Metal layers overlaid:
Scale bar: 20 um.
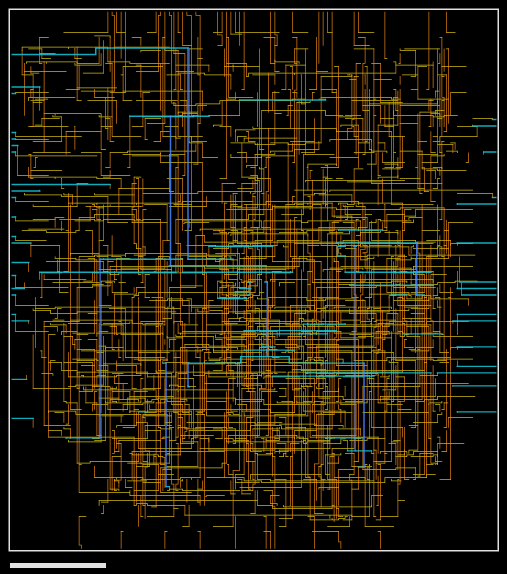
Routing congestion map:
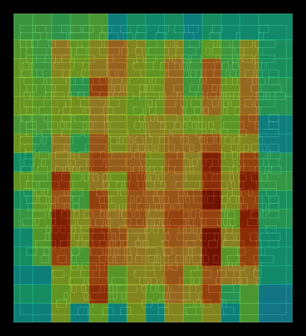
Cells coloured by class:
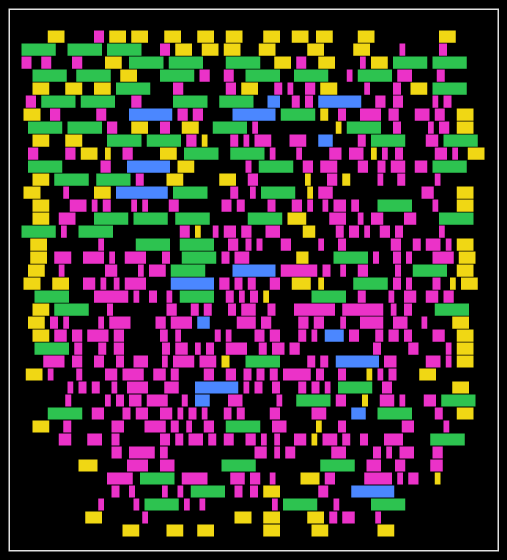
Clock network drawn from the DEF:
Scale bar: 20 um.
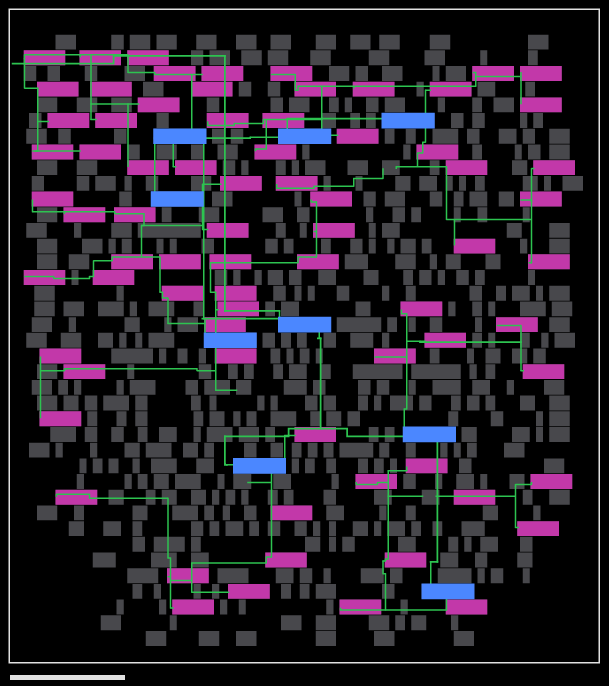
Power grid:
Pins as bars on the die edge. Tap cells in grey.
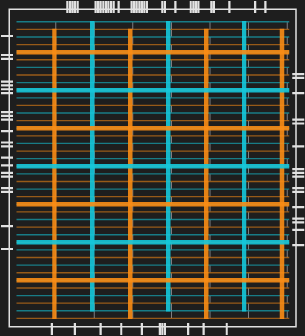
<file path="src/rtl/change_dispenser.sv">
// Greedy coin return: latches a balance and offers the largest coin that fits,
// one coin per accepted hopper handshake, then pulses done with the leftover amount.
module change_dispenser #(
  parameter int kNumCoins   = 3,
  parameter int kTotalBits  = 31,
  parameter int COIN0_VALUE = 100,
  parameter int COIN1_VALUE = 500,
  parameter int COIN2_VALUE = 1000
) (
  input  logic                  clk,
  input  logic                  reset,
  input  logic                  i_start,
  input  logic [kTotalBits-1:0] i_return_total,
  input  logic                  i_coin_ready,
  output logic [kNumCoins-1:0]  o_return_coin,
  output logic                  o_busy,
  output logic                  o_done,
  output logic [kTotalBits-1:0] o_residual,
  output logic [7:0]            o_num_coins,
  output logic [1:0]            o_state_dbg
);

  // Coin handshake: a coin moves on a rising edge where o_return_coin is
  // non-zero and i_coin_ready is high; otherwise the offer is held unchanged.

  localparam logic [kTotalBits-1:0] kCoin0 = kTotalBits'(COIN0_VALUE);
  localparam logic [kTotalBits-1:0] kCoin1 = kTotalBits'(COIN1_VALUE);
  localparam logic [kTotalBits-1:0] kCoin2 = kTotalBits'(COIN2_VALUE);

  // Debug encoding seen on o_state_dbg: IDLE=0, DISPENSE=1, DONE=2.
  typedef enum logic [1:0] {
    ST_IDLE     = 2'd0,
    ST_DISPENSE = 2'd1,
    ST_DONE     = 2'd2
  } state_e;

  state_e                state_q;
  logic [kTotalBits-1:0] remaining_q;
  logic [kTotalBits-1:0] remaining_d;
  logic [kTotalBits-1:0] residual_q;
  logic [7:0]            num_coins_q;
  logic                  busy_q;
  logic                  done_q;
  logic [kNumCoins-1:0]  coin_sel;
  logic [kTotalBits-1:0] coin_value;

  always_comb begin
    coin_sel   = '0;
    coin_value = '0;
    if (state_q == ST_DISPENSE) begin
      if (remaining_q >= kCoin2) begin
        coin_sel[2] = 1'b1;
        coin_value  = kCoin2;
      end else if (remaining_q >= kCoin1) begin
        coin_sel[1] = 1'b1;
        coin_value  = kCoin1;
      end else if (remaining_q >= kCoin0) begin
        coin_sel[0] = 1'b1;
        coin_value  = kCoin0;
      end
    end
  end

  // The selected coin never exceeds remaining, so this cannot wrap.
  assign remaining_d = remaining_q - coin_value;

  always_ff @(posedge clk) begin
    if (reset) begin
      state_q     <= ST_IDLE;
      remaining_q <= '0;
      residual_q  <= '0;
      num_coins_q <= '0;
      busy_q      <= 1'b0;
      done_q      <= 1'b0;
    end else begin
      case (state_q)
        ST_IDLE: begin
          if (i_start) begin
            state_q     <= ST_DISPENSE;
            remaining_q <= i_return_total;
            num_coins_q <= '0;
            busy_q      <= 1'b1;
          end
        end
        ST_DISPENSE: begin
          if (remaining_q < kCoin0) begin
            state_q    <= ST_DONE;
            residual_q <= remaining_q;
            done_q     <= 1'b1;
          end else if (i_coin_ready) begin
            remaining_q <= remaining_d;
            if (num_coins_q != 8'hFF) num_coins_q <= num_coins_q + 8'd1;
          end
        end
        ST_DONE: begin
          state_q <= ST_IDLE;
          done_q  <= 1'b0;
          busy_q  <= 1'b0;
        end
        default: begin
          state_q <= ST_IDLE;
          done_q  <= 1'b0;
          busy_q  <= 1'b0;
        end
      endcase
    end
  end

  assign o_return_coin = coin_sel;
  assign o_busy        = busy_q;
  assign o_done        = done_q;
  assign o_residual    = residual_q;
  assign o_num_coins   = num_coins_q;
  assign o_state_dbg   = state_q;

endmodule

</file>
<file path="config.mk">
export PLATFORM = sky130hd
export DESIGN_NAME = change_dispenser
export DESIGN_NICKNAME = d
export VERILOG_FILES = /design/src/rtl/change_dispenser.sv
export SDC_FILE = /design/constraint.sdc
export NUM_CORES = 1
export LEC_CHECK = 0
export CAP_MARGIN = 20
export CELL_PAD_IN_SITES_DETAIL_PLACEMENT = 1
export CELL_PAD_IN_SITES_GLOBAL_PLACEMENT = 1
export CORE_AREA = 2 2 100 111
export CTS_CLUSTER_DIAMETER = 200
export DETAILED_ROUTE_END_ITERATION = 12
export DIE_AREA = 0 0 102 113
export GPL_ROUTABILITY_DRIVEN = 0
export GPL_TIMING_DRIVEN = 0
export MAX_ROUTING_LAYER = met4
export PLACE_DENSITY_LB_ADDON = 0.1
export SYNTH_ARGS = -nofsm -noshare
export SYNTH_HDL_FRONTEND = slang
export SYNTH_SLANG_ARGS = --single-unit
</file>
<file path="constraint.sdc">
create_clock -name clk -period 4.8 [get_ports clk]
set_input_delay 0.96 -clock clk [delete_from_list [all_inputs] [get_ports clk]]
set_output_delay 0.96 -clock clk [all_outputs]
set_load 0.005 [all_outputs]
</file>
==> datasheet_impl.txt <==
Physical implementation characteristics

Parameter                              Value

Global route
  Largest net degree at the start of global routing    16
  Initial antenna violation count    0

Pwr
  Static leakage    1.92 nW
  Net switching power    0.000725 W
  Proportion of power drawn by combinational gates    30.6%
  Sw Ratio    35.7%

Route
  Vias after detailed routing    3921

Logic synthesis
  Number of cell instances after yosys synthesis    455
  Number of different library cells in the post-synthesis netlist    67
  Sequential-to-total area share from yosys stat    38.4%

Worst setup path
  Crit path cell chain    or4_1, nor4b_4, and3_1, buf_6, nor2_1, inv_1, nor2_1, ha_1, fa_1, nand2b_1, a211oi_2, or2_0, nor4_1, a21oi_1, o32ai_1
  Maximum cell stage delay along the critical path    0.67 ns
  Peak fanout along the critical path    6

Finish
  Top cell excl fill/tap    sky130_fd_sc_hd__clkdlybuf4s50_1
  Final Instance Area    5150 um^2

Die
  Floorplan core density    37.3%

Outcome
  Run status    finished, final reports clean

STA
  Final Worst Setup Slack    0.427 ns
  Tcrit/Tclk final    91.1%

CTS
  Post-cts hold-fix buffer tally    0
  Post-CTS repair timing setup buffer count    0
About 'metal layers overlaid':
yellow -> M1  # wire length 5800 um
blue -> M4  # wire length 237 um
cyan -> M3  # wire length 621 um
orange -> M2  # wire length 6590 um

About 'routing congestion map':
most congested layer reported by global routing: met2
met1 layer usage reported by global route: 30.3%

About 'cells coloured by class':
green -> registers  # cells 74, share of their area 30%
yellow -> remaining buffers and delay cells  # cells 104, share of their area 19%
magenta -> remaining logic cells  # cells 357, share of their area 45%
blue -> clock drivers and dummy loads  # cells 16, share of their area 6.2%

About 'clock network drawn from the DEF':
green -> clock wires  # length 1060 um
blue -> clock-net drivers  # count 9
magenta -> flip-flops  # count 74
routed clock nets = 10
final setup skew: 0.00455 ns
proportion of power drawn by the clock network: 34.8%
clock group power: 0.000706 W
clock network latency to the later pin of the worst-skew pair: 0.34 ns

About 'power grid':
cyan -> VDD
orange -> VSS
met5 straps = 7
rows = 39
Die Wd: 102 um
core outline area: 10300 um^2
height of the die: 113 um

==> logic make-up after synthesis <==
kind of cell | count (synthesis) | synth area share [%]
buf+inv | 30 | 3.99
compound gates | 107 | 19.7
mux | 6 | 1.56
simple gates | 222 | 31.6
flops | 74 | 38.4
fa+ha+maj | 10 | 3.44
xor+xnor | 6 | 1.36
==> cell type report <==
type,count,area [um^2]
plain buffers,24,131
clock buffers,9,225
clock inverters,7,82.6
fillers,1258,5190
inverters,6,22.5
multi-input cells,351,2230
flip-flops and latches,74,1480
well taps,143,179
repair buffers,80,801
Power figures rest on the tool's default switching activity, not on a simulated workload.
